--- src/rtl/booth_pp_gen.sv ---
// Radix-4 Booth encoder and partial-product generator, two register stages.
// S1 holds the multiplicand and per-digit selects; S2 holds the signed partial products.
module booth_pp_gen #(
    parameter int WA  = 11,
    parameter int WB  = 11,
    parameter int NPP = (WB + 2) / 2,
    parameter int PPW = WA + 2
) (
    input  logic                      clk,
    input  logic                      rst_n,
    input  logic                      in_valid,
    output logic                      in_ready,
    input  logic [WA-1:0]             a,
    input  logic [WB-1:0]             b,
    output logic                      out_valid,
    input  logic                      out_ready,
    output logic [NPP-1:0][PPW-1:0]   ops
);

    localparam int BW = 2 * NPP;

    // Bit 0 of b_ext is the implicit b[-1] = 0.
    logic [BW:0]               b_ext;
    logic [NPP-1:0]            enc_one, enc_two, enc_neg;
    logic                      accept, s2_load;

    logic [WA-1:0]             a_q, a_d;
    logic [NPP-1:0]            one_q, one_d, two_q, two_d, neg_q, neg_d;
    logic                      s1_valid_q, s1_valid_d;
    logic                      out_valid_q, out_valid_d;
    logic [NPP-1:0][PPW-1:0]   ops_q, ops_d;
    logic [NPP-1:0][PPW-1:0]   pp;

    assign b_ext     = {{(BW - WB){b[WB-1]}}, b, 1'b0};
    assign s2_load   = s1_valid_q && (!out_valid_q || out_ready);
    assign in_ready  = !s1_valid_q || s2_load;
    assign accept    = in_valid && in_ready;
    assign out_valid = out_valid_q;
    assign ops       = ops_q;

    always_comb begin
        enc_one = '0;
        enc_two = '0;
        enc_neg = '0;
        for (int i = 0; i < NPP; i++) begin
            enc_one[i] = b_ext[2*i+1] ^ b_ext[2*i];
            enc_two[i] = ( b_ext[2*i+2] & ~b_ext[2*i+1] & ~b_ext[2*i]) |
                         (~b_ext[2*i+2] &  b_ext[2*i+1] &  b_ext[2*i]);
            enc_neg[i] = b_ext[2*i+2];
        end
    end

    // A zero digit with neg set negates zero, so it still yields 0.
    always_comb begin
        pp = '0;
        for (int i = 0; i < NPP; i++) begin
            logic [PPW-1:0] mag;
            mag = '0;
            if (one_q[i])
                mag = {{(PPW - WA){a_q[WA-1]}}, a_q};
            else if (two_q[i])
                mag = {{(PPW - WA - 1){a_q[WA-1]}}, a_q, 1'b0};
            pp[i] = neg_q[i] ? (~mag + 1'b1) : mag;
        end
    end

    always_comb begin
        a_d         = a_q;
        one_d       = one_q;
        two_d       = two_q;
        neg_d       = neg_q;
        s1_valid_d  = s1_valid_q;
        ops_d       = ops_q;
        out_valid_d = out_valid_q;
        if (accept) begin
            a_d        = a;
            one_d      = enc_one;
            two_d      = enc_two;
            neg_d      = enc_neg;
            s1_valid_d = 1'b1;
        end else if (s2_load) begin
            s1_valid_d = 1'b0;
        end
        if (s2_load) begin
            ops_d       = pp;
            out_valid_d = 1'b1;
        end else if (out_ready) begin
            out_valid_d = 1'b0;
        end
    end

    always_ff @(posedge clk or negedge rst_n) begin
        if (!rst_n) begin
            a_q         <= '0;
            one_q       <= '0;
            two_q       <= '0;
            neg_q       <= '0;
            s1_valid_q  <= 1'b0;
            ops_q       <= '0;
            out_valid_q <= 1'b0;
        end else begin
            a_q         <= a_d;
            one_q       <= one_d;
            two_q       <= two_d;
            neg_q       <= neg_d;
            s1_valid_q  <= s1_valid_d;
            ops_q       <= ops_d;
            out_valid_q <= out_valid_d;
        end
    end

endmodule

--- config.mk ---
export PLATFORM = sky130hd
export DESIGN_NAME = booth_pp_gen
export DESIGN_NICKNAME = d
export VERILOG_FILES = /design/src/rtl/booth_pp_gen.sv
export SDC_FILE = /design/constraint.sdc
export NUM_CORES = 1
export LEC_CHECK = 0
export CORE_MARGIN = 2
export CORE_UTILIZATION = 55
export CTS_BUF_LIST = sky130_fd_sc_hd__clkbuf_4
export CTS_CLUSTER_SIZE = 14
export DETAILED_ROUTE_END_ITERATION = 10
export GPL_ROUTABILITY_DRIVEN = 0
export HOLD_SLACK_MARGIN = 0.02
export PLACE_DENSITY = 0.8
export SYNTH_ARGS = -nofsm -noshare
export SYNTH_HDL_FRONTEND = slang
export SYNTH_SLANG_ARGS = --single-unit
--- constraint.sdc ---
create_clock -name clk -period 4 [get_ports clk]
set_input_delay 0.4 -clock clk [delete_from_list [all_inputs] [get_ports clk]]
set_output_delay 0.4 -clock clk [all_outputs]
set_load 0.02 [all_outputs]
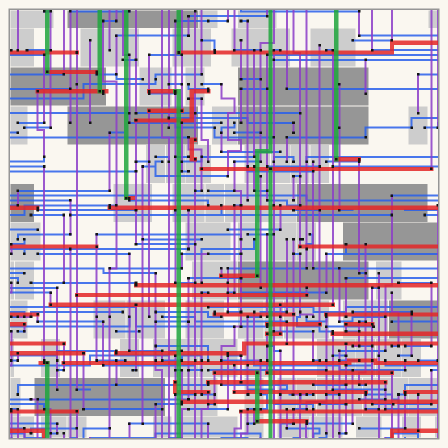
*Layout detail*
Window x 42 to 72, y 42 to 72 um. Cells in gray, sequential cells in the stronger gray; small squares are vias.
[blue] metal 1
[green] metal 4
[purple] metal 2
[red] metal 3
netlist names of flops here include: ops (4), neg_q (2)
sequential cells in the window: 8
most frequent: nand2_1 (15), nor2_1 (8), dfrtp_1 (8)
cells with their middle in the window: 72

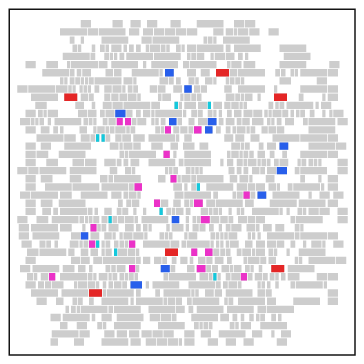
*Logic cells by family*
Drawn at 3 px/um.
[magenta] and/or cells | cells: 20
[blue] non-inverting ao/oa cells | cells: 13
[red] fa/ha/maj cells | cells: 6
[cyan] inv cells | cells: 10

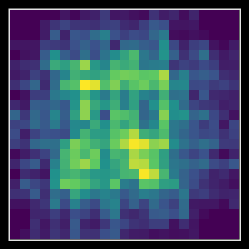
*Wiring heat map*
Drawn at 2 px/um. The die is cut into 23 by 23 equal tiles; dark purple is low, yellow is high, scaled to the fullest tile. Values are wire area over tile area, all layers added.
tiles over half the peak: 23%
densest ninth of the die: middle
mean over tiles: 0.23

## cell usage in the layout (no fill, tap or decap), types with 6 or more instances in the layout
master,n
nand3_1,13
nor2_1,44
a211oi_1,6
a22oi_1,16
or2_2,6
buf_4,9
xor2_1,20
o21ai_0,108
xnor2_1,48
nand2b_1,10
mux2i_1,7
nor3_1,11
clkbuf_4,10
a21oi_1,33
a31oi_1,11
dfrtp_1,108
clkdlybuf4s50_1,104
inv_1,10
o41ai_1,8
o31ai_1,11
mux2_2,27
ha_1,6
nor2b_1,10
nand2_1,161
## how the worst max path moves through the flow
stage,startpoint,to,slack (ps),depth (start not counted)
6_report,a_q[1]$_DFFE_PN0P_,ops[59]$_DFFE_PN0P_,1370,5
3_3_place_gp,out_ready,ops[76]$_DFFE_PN0P_,1330,5
3_5_place_dp,out_ready,ops[70]$_DFFE_PN0P_,1260,5
5_1_grt,one_q[0]$_DFFE_PN0P_,ops[4]$_DFFE_PN0P_,1290,7
2_1_floorplan,one_q[4]$_DFFE_PN0P_,ops[60]$_DFFE_PN0P_,1870,9
4_1_cts,a_q[1]$_DFFE_PN0P_,ops[50]$_DFFE_PN0P_,1490,4
## sequential cells by signal (all words and copies together) (netlist names)
signal      count
neg_q           6
out_valid       1
ops            78
one_q           6
two_q           5
s1_valid_q      1
a_q            11
## power by group through the flow
| stage | registers (W) | clock network [W] | logic [W] |
|---|---|---|---|
| CTS | 0.00177 | 0.000578 | 0.00200 |
| finish | 0.00178 | 0.000575 | 0.00200 |
| global route | 0.00182 | 0.000619 | 0.00216 |
| floorplan | 0.00189 | 0 | 0.00104 |
| detailed placement | 0.00179 | 0 | 0.00199 |
| global placement | 0.00177 | 0 | 0.00194 |
## layout make-up
class                           count  area share
Timing Repair Buffer              114       0.142
Clock inverter                      6     0.00825
Inverter                           10     0.00476
Clock buffer                       10     0.00951
Antenna cell                        1    0.000317
Sequential cell                   108       0.343
Tap cell                          147      0.0233
Multi-Input combinational cell    621       0.470
## synthesized netlist by cell type, drive strengths merged (5+ instances only)
library cell,n
a211oi,6
a21boi,6
a21oi,33
a22oi,16
a31oi,11
buf,28
clkbuf,47
dfrtp,108
ha,6
inv,10
mux2,27
mux2i,7
nand2,162
nand2b,10
nand3,13
nor2,44
nor2b,10
nor3,11
o211ai,5
o21ai,110
o31ai,11
o41ai,8
or2,6
xnor2,48
xor2,20
## per-stage QoR
| stage | cell area, sq um | power [W] |
|---|---|---|
| after floorplan | 6750 | 0.00293 |
| final | 7890 | 0.00435 |
| after CTS | 7890 | 0.00434 |
| after global routing | 7890 | 0.00460 |
| after global placement | 7740 | 0.00371 |
| after detailed placement | 7740 | 0.00378 |
## metal layers
| layer | track usage | wire length [um] | vias to the layer above |
|---|---|---|---|
| li1 | - | - | 2927 |
| met1 | 0.383 | 7520 | 2952 |
| met2 | 0.467 | 8770 | 370 |
| met3 | 0.0480 | 1590 | 45 |
| met4 | 0.112 | 495 | 0 |
| met5 | 0 | 0 | - |
## worst reg2reg max path, cell delays in order (launching register included)
cell and delay (ps):
dfrtp_1 760, or3_1 760, a2111oi_0 520, nor2_1 120, xor2_1 220, o21ai_0 100
==> run_results.csv <==
group,metric,value,unit
synth,syn_area_per_cell,8.29,sq um
layout,n_fill_cell,1011,
global_route,grt_pass1_vias,6003,
synth,yosysWarningCount,0,
final_timing,fin_ws,1370,ps
critical_path,worstReg2RegStart,"a_q[1]$_DFFE_PN0P_",
synth,ys_ff,108,
floorplanning,die_w,115,um
power,power_density,551,nW/um^2
route,drt_iter0_markers,543,
route,wl_per_cell,18.1,um
power,switching_share,0.421,
final_timing,relSlewSlack,0.180,
synth,synth_top_cell_by_area,"dfrtp_1",
synth,syn_area,6750,sq um
layout,fin_cells,1017,
power,pwr-share-seq,0.409,
synth,top_cell_area_share,0.401,
clock_network,cts_resized,0,
critical_path,critical_path.slowest_cell,"dfrtp_1",
min_path,hp-class,"in2reg",
run_status,run_status,"finished, final reports clean",
layout,logic_area,3700,sq um
layout,regArea,2700,sq um
placement,dpl.cell_count,999,
synth,simple_gate_area_frac,0.184,
clock_network,cts_setup_buffers,0,
power,p_leak,3.20,nW
clock_network,worstSkewPairLatency,500,ps
global_route,grt_start_max_net_pins,125,
final_timing,period_used_share,0.657,
synth,xor_share,0.0883,
power,p_clk_frac,0.132,
synth,syn_inst,814,
critical_path,path_max_fanout,22,
clock_network,htree_levels,3,
floorplanning,fp-row-count,40,
final_timing,rsz0062_at_grt,"false",
floorplanning,fp.dieH,115,um
synth,ys_top_logic_family,"AND-OR/OR-AND gates",
min_path,min_to,"s1_valid_q$_DFFE_PN0P_",
layout,drive_above_1_share,0.0702,
final_timing,worst_pin_slew,1230,ps
global_route,grt_pass1_wl,29.7,mm
global_route,grt-ovfl-total,0,
clock_network,path_clk_slew,160,ps
synth,synthesis.nets,846,
final_timing,min_period,2630,ps
final_timing,finalSetupTns,0,ps
floorplanning,die-area,13200,sq um
synth,synth-adder-area-share,0.0111,
power,p_int,0.00252,W
clock_network,cts_tree,"yes",
critical_path,critPathTopFamily,"simple AND/OR/NAND/NOR gates",
synth,ys_async_sr_fraction,1.00,
power,ir_drop,298,uV
critical_path,crit_buf_inv,0,
critical_path,start_kind,"flip-flop",
min_path,worstHoldStart,"in_valid",
critical_path,reg2reg_to,"ops[59]$_DFFE_PN0P_",
critical_path,cp.arrival,2980,ps
floorplanning,io_pins,106,
clock_network,cts.sinks,108,
floorplanning,coreArea,12000,sq um
critical_path,rr_worst_depth,5,
final_timing,finClkSkew,9.11,ps
final_timing,timing.hold.ws,476,ps
critical_path,crit_chain,"or3_1, a2111oi_0, nor2_1, xor2_1, o21ai_0",
route,antenna_left,0,
critical_path,cp-end-kind,"flip-flop",
Power figures rest on the tool's default switching activity, not on a simulated workload.
